==> config.mk <==
export PLATFORM = sky130hd
export DESIGN_NAME = bcd_stopwatch_flat
export DESIGN_NICKNAME = d
export VERILOG_FILES = /design/src/rtl/bcd_stopwatch_pkg.sv /design/src/rtl/bcd_stopwatch_if.sv /design/src/rtl/bcd_stopwatch_digit.sv /design/src/rtl/bcd_stopwatch.sv /design/src/flat_wrapper.sv
export SDC_FILE = /design/constraint.sdc
export NUM_CORES = 1
export LEC_CHECK = 0
export ABC_AREA = 1
export CORE_AREA = 2 2 53 50
export CTS_BUF_LIST = sky130_fd_sc_hd__clkbuf_16
export DETAILED_ROUTE_END_ITERATION = 12
export DIE_AREA = 0 0 55 52
export PLACE_DENSITY = 0.8
export SYNTH_ARGS = -nofsm -noshare
export SYNTH_HDL_FRONTEND = slang
export SYNTH_HIERARCHICAL = 1
export SYNTH_SLANG_ARGS = --single-unit
==> constraint.sdc <==
create_clock -name clk -period 3 [get_ports clk]
set_clock_uncertainty 0.1 [all_clocks]
set_input_delay 0.75 -clock clk [delete_from_list [all_inputs] [get_ports clk]]
set_output_delay 0.75 -clock clk [all_outputs]
set_load 0.01 [all_outputs]
**Run 1: metal 1**

Bar = 20 µm. Supply wires on this layer in gray.
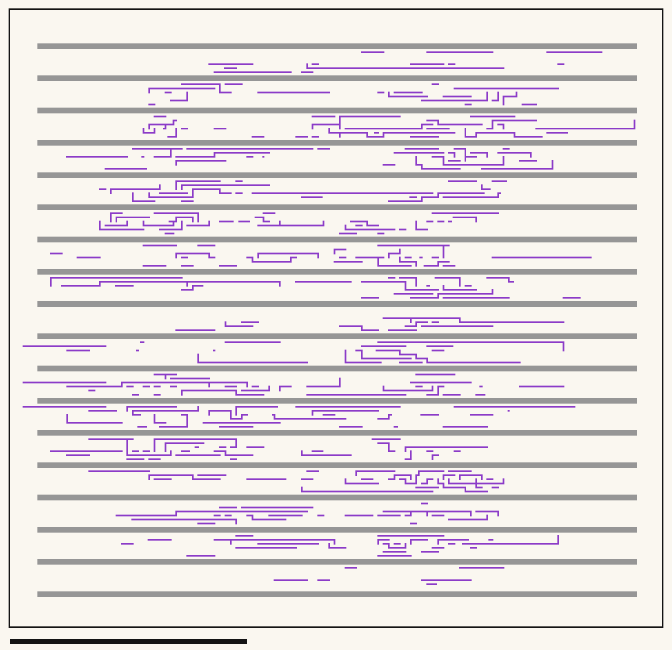
- main direction: horizontal
- wire length on this layer: 1060 µm
- share of all routed wire: 46%
- longest straight run: 16.6 µm
- nets with wire on the layer: 175
DR vias: 1018
final wirelength: 2310 µm
met1 usage: 22.5%

**Run 1: M2 wires**

Cells faint in the background.
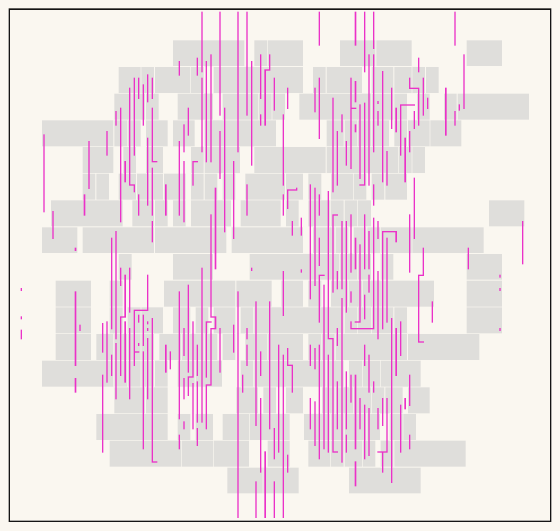
- share of all routed wire: 49%
- main direction: vertical
met2 Use GR: 31.3%

**Run 1: met3 routing**

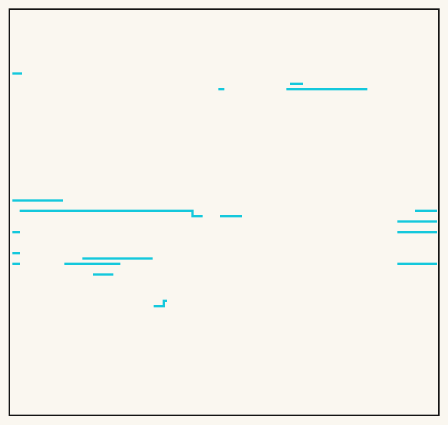
- nets with wire on the layer: 16
- longest straight run: 22.1 µm
- wire length on this layer: 84.4 µm
- main direction: horizontal
M3 GR Usage: 3.45%

**Run 1: placed cells, one color a class**

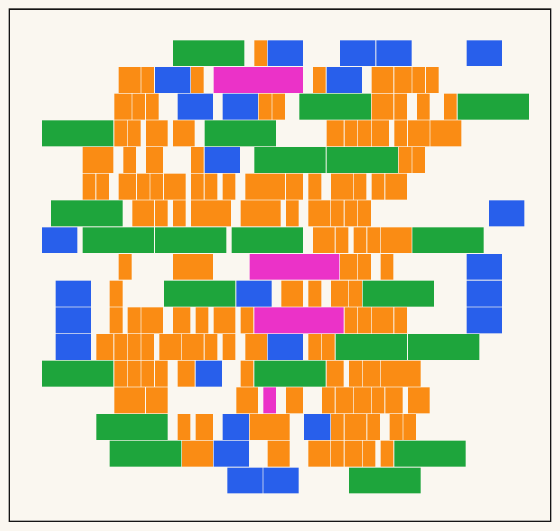
- remaining buffers and delay cells: blue (cells 25)
- clock drivers and dummy loads: magenta (cells 4)
- remaining logic cells: orange (cells 133)
- registers: green (cells 22)
Finished Core Util: 62.1%
Core Region: 2340 µm²
post-route design area: 1450 µm²

==> out/qor.yml, run 1 <==
clockBufferDepth: 2
drv_cap: 0
setup_violations: 0
synth.distinct_cells: 16
status: "finished, final reports clean"
min_period_ps: 2780
grt.overflow.total: 0
largest_reg_flops: 16
final_cell_mix: "nand2_1 (27), clkdlybuf4s50_1 (22), dfxtp_1 (22)"
p_seq_share_pct: 48.5
post-place-ws_ps: -60.4
seq_area_frac_synth_pct: 40.1
ys_ff: 22
yosysCellCount: 155
wl_per_cell_um: 10.9
final_cells: 212
area_growth_pct: 32.5
start_kind: "primary input"
drt-met1-wl_um: 1060
synthTopLogicFamily: "simple AND/OR/NAND/NOR gates"
wl_met2_um: 1130
layout.nets: 190
top_usage_layer: "met2"
grt_pass1_vias: 947
area_leaders: "dfxtp_1 (40%), nand2_1 (9.2%), nand2_2 (8.6%)"
ys_sh_simple_pct: 40.9
power_switching_mw: 0.122
synth_nets: 160
synthFlopType: "dfxtp_1"
powerSeq_mw: 0.294
pg_clk_mw: 0.282
period_used_pct: 92.7
p_per_area_nw_per_um2: 417
swShare_pct: 20.1
initial_core_util_pct: 46.9
clockRootBuffer: "clkbuf_16"
std_cell_rows: 17
cts_made_buffers: 3
clk_pin_slew_ps: 60
muxShareOfSynthArea_pct: 0
vdd_drop_max_mv: 0.239
largest_area_cell: "dfxtp_1"
cp_data_required_time_ps: 3060
critPathArrivalTime_ps: 2840
dp_cells: 208
whs_ps: 400
port_buffers: 22
drive_gt1_share_pct: 25.5
synthArstFlopShare_pct: 0
worst-r2r-cell-count: 21
cts_setup_buffers: 0
yosys.area_share.adder_pct: 0
chipArea_um2: 2860
slew_viol_final: 0
grt_pass1_wl_um: 3870
synth.most_common_cell: "nand2_1"
dpl-instance-area_um2: 1380
maxUsedRoutingLayer: "met4"
cts_resized: 0
grt_max_degree: 13
hold_violations: 0
yosys_area_um2: 1100
die_h_um: 52
rsz0062_at_grt: "false"
first_iter_violations: 28
nFillCells: 210
htreeDepth: 1
top_cells_by_count: "nand2_1 (27), dfxtp_1 (22), inv_1 (21), nor2_1 (21), nand2_2 (15)"
p_int_mw: 0.484
clock_power_share_pct: 46.6
xor_share_pct: 0.798
wl_met3_um: 84
timing.fmax_mhz: 360
comb-power_mw: 0.0298
avgViaCountPerCell: 4.80
n_antenna_cell: 0
power.group.top: "sequential cells"
dr.pass1.iters: 4
pin_count: 23
slew-limit-headroom_pct: 64.8
drc_errors: 0
run 1: area by class of cell:
cell class / instances / area [µm²] / area share [%]
inverters: 29 / 109 / 7.49
repair buffers: 25 / 243 / 16.7
clock buffers: 3 / 75.1 / 5.16
multi-input cells: 104 / 548 / 37.7
well taps: 28 / 35.0 / 2.41
clock inverters: 1 / 3.75 / 0.258
flip-flops and latches: 22 / 440 / 30.3
run 1: worst max-delay path, stage by stage:
cell and delay, ps:
clkdlybuf4s50_1 470, nand2_2 70, nor2_4 80, nand3_1 90, inv_1 100, nand2_2 70, inv_2 80, nand2_2 70
inv_2 90, nand2_2 80, inv_2 80, nand2_2 60, inv_1 100, nand2_2 70, inv_2 70, nand2_2 70
inv_2 80, nand2_2 60, nor2_2 110, nand3_1 80, nand2_1 70, nor2_1 40
**Run 1: routing congestion**

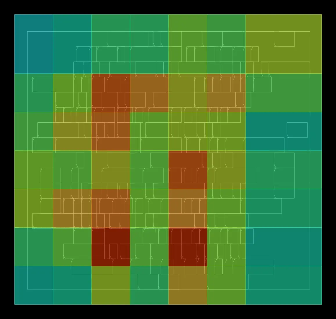

==> inputs of run 2 (changes only) <==
--- a/config.mk
+++ b/config.mk
@@ -6,11 +6,15 @@
 export NUM_CORES = 1
 export LEC_CHECK = 0
 export ABC_AREA = 1
-export CORE_AREA = 2 2 53 50
+export CELL_PAD_IN_SITES_DETAIL_PLACEMENT = 2
+export CELL_PAD_IN_SITES_GLOBAL_PLACEMENT = 2
+export CORE_AREA = 2 2 71 66
 export CTS_BUF_LIST = sky130_fd_sc_hd__clkbuf_16
 export DETAILED_ROUTE_END_ITERATION = 12
-export DIE_AREA = 0 0 55 52
-export PLACE_DENSITY = 0.8
+export DIE_AREA = 0 0 73 68
+export GPL_ROUTABILITY_DRIVEN = 1
+export PLACE_DENSITY = 0.79
+export SLEW_MARGIN = 20
 export SYNTH_ARGS = -nofsm -noshare
 export SYNTH_HDL_FRONTEND = slang
 export SYNTH_HIERARCHICAL = 1
**Run 2: routing congestion**

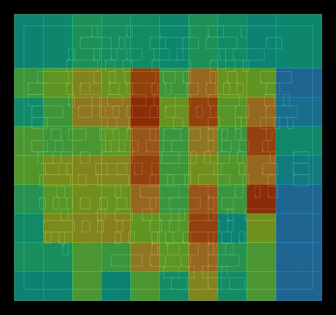
drt wl/cell: 13.4 µm
M3 GR Usage: 2.21%
GRT Util Overall: 14.4%
GR peak layer: met2

**Run 2: metal 1**

Bar = 20 µm. Supply wires on this layer in gray.
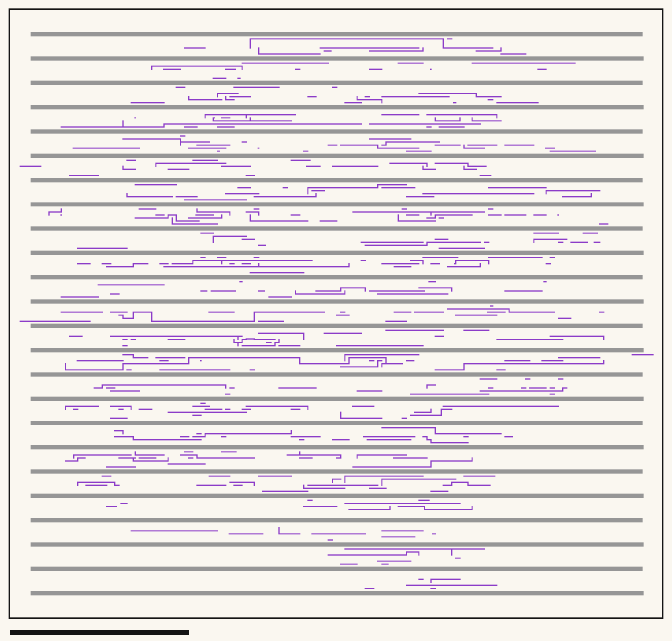
- wire length on this layer: 1420 µm
- share of all routed wire: 44%
- main direction: horizontal
- nets with wire on the layer: 184
met1 usage: 16.4%
final wirelength: 3230 µm
DR vias: 1077

==> run 2 against run 1 <==
Net effect:
- worst hold slack better by 15 ps
- global-route usage is 4.5 points lower
- core utilization is 26 points lower
- synthesized cell count stayed put
- die size is 74% higher
- maximum frequency is 1.7% higher
- sequential share of layout area is 1.7 points lower
- power is 1.5% higher
- worst setup slack better by 46 ps
- final cell count is 14% higher
- largest power group unchanged
==> out/qor.yml, run 2 <==
critPathArrivalTime_ps: 2790
total_leakage_power_nw: 0.611
layout.nets: 198
holdBufCountCts: 0
cts_made_buffers: 3
synthArstFlopShare_pct: 0
grtUsageMet2_pct: 26.7
largest_reg_flops: 16
ys_sh_simple_pct: 40.9
p_comb_share_pct: 5.1
pg_clk_mw: 0.290
htreeDepth: 1
antenna_found_initial: 0
total_power_mw: 0.615
period_used_pct: 91.1
grt_pass1_vias: 1188
syn_area_um2: 1100
comb-power_mw: 0.0313
start_kind: "primary input"
powerSeq_mw: 0.294
drc_errors: 0
initial_core_util_pct: 25.6
chipArea_um2: 4960
clockRootBuffer: "clkbuf_16"
synth.most_common_cell: "nand2_1"
clockBufferDepth: 2
synthCells: 155
port_buffers: 22
lay_top_count: "nand2_1"
slew-limit-headroom_pct: 64.5
insertion_delay_ps: 260
synthFlopType: "dfxtp_1"
cts_tree: "built"
whs_path_depth: 2
timing.fmax_mhz: 366
cts_setup_buffers: 0
area_growth_pct: 40.5
worst-r2r-cell-count: 21
grt_pass1_wl_um: 5450
final_area_um2: 1540
power_switching_mw: 0.131
seq_area_frac_synth_pct: 40.1
largest_area_cell: "dfxtp_1"
tightestPinTransition_ps: 531
gp_congestion: 0.789
status: "finished, final reports clean"
p_seq_share_pct: 47.7
first_iter_violations: 23
top_cells_by_count: "nand2_1 (27), dfxtp_1 (22), inv_1 (21), nor2_1 (21), nand2_2 (15)"
syn_area_per_cell_um2: 7.08
area_leaders: "dfxtp_1 (40%), nand2_1 (9.2%), nand2_2 (8.6%)"
dr.pass1.iters: 4
critPathMaxFanout: 3
clock_sinks: 22
ys_ff: 22
avgViaCountPerCell: 4.45
drive_gt1_share_pct: 28.1
wl_met2_um: 1710
drv_cap: 0
maxUsedRoutingLayer: "met4"
die_h_um: 68
warnings: 26
ys_warn_count: 6
synth.top_cell.area_share_pct: 40.1
swShare_pct: 21.3
n_antenna_cell: 0
grt.overflow.total: 0
power.group.top: "sequential cells"
final_core_util_pct: 35.9
dp_cells: 238
synth.distinct_cells: 16
post-place-ws_ps: -41.5
whs_ps: 415
hpwlAfterDp_um: 2630
wl_met3_um: 56
core_area_um2: 4290
rsz0062_at_grt: "false"
dpl-instance-area_um2: 1460
compound_area_share_pct: 8.21
drt-met1-wl_um: 1420
setup_slack_ps: 267
vdd_drop_max_mv: 0.176
rrSetupSlack_ps: 750
die_w_um: 73
edf_count: 0
cp_data_required_time_ps: 3060
synth_nets: 160
crit_path_end_kind: "register"
cts_resized: 0
yosys_area_um2: 1100
antenna_left: 0
p_int_mw: 0.484
slew_viol_final: 0
setup_tns_ps: 0
p_per_area_nw_per_um2: 399
final_cell_mix: "nand2_1 (27), clkdlybuf4s50_1 (22), dfxtp_1 (22)"
clock_power_share_pct: 47.2
yosysCellCount: 155
synthTopLogicFamily: "simple AND/OR/NAND/NOR gates"
setup_violations: 0
path_class: "primary input to register"
final_cells: 242
hold_class: "register to register"
grt_max_degree: 13
muxShareOfSynthArea_pct: 0
yosys.area_share.adder_pct: 0
hold_violations: 0
pin_count: 23
xor_share_pct: 0.798
clk_pin_slew_ps: 60
std_cell_rows: 23
min_period_ps: 2730
## run 2: cell counts after synthesis
Identical to the previous run, type by type.
## run 2: critical path, cell delays in order
cell and delay [ps]:
clkdlybuf4s50_1 470, nand2_2 70, nor2_4 90, nand3_1 120, inv_2 90, nand2_2 60
inv_2 60, nand2_2 60, inv_1 90, nand2_2 60, inv_2 60, nand2_2 50
inv_1 90, nand2_2 60, inv_2 60, nand2_2 60, inv_1 110, nand2_2 80
nor2_2 110, nand3_1 80, nand2_1 70, nor2_1 30
## run 2: final cells by class
class	count	area, µm²
fill	502	2750
inverter	29	109
sequential	22	440
clock inverter	1	3.75
clock buffer	3	75.1
timing repair buffer	33	303
multi-input combinational	104	548
tap	50	62.6
No activity file was given, so power comes from the tool's default toggle rates.
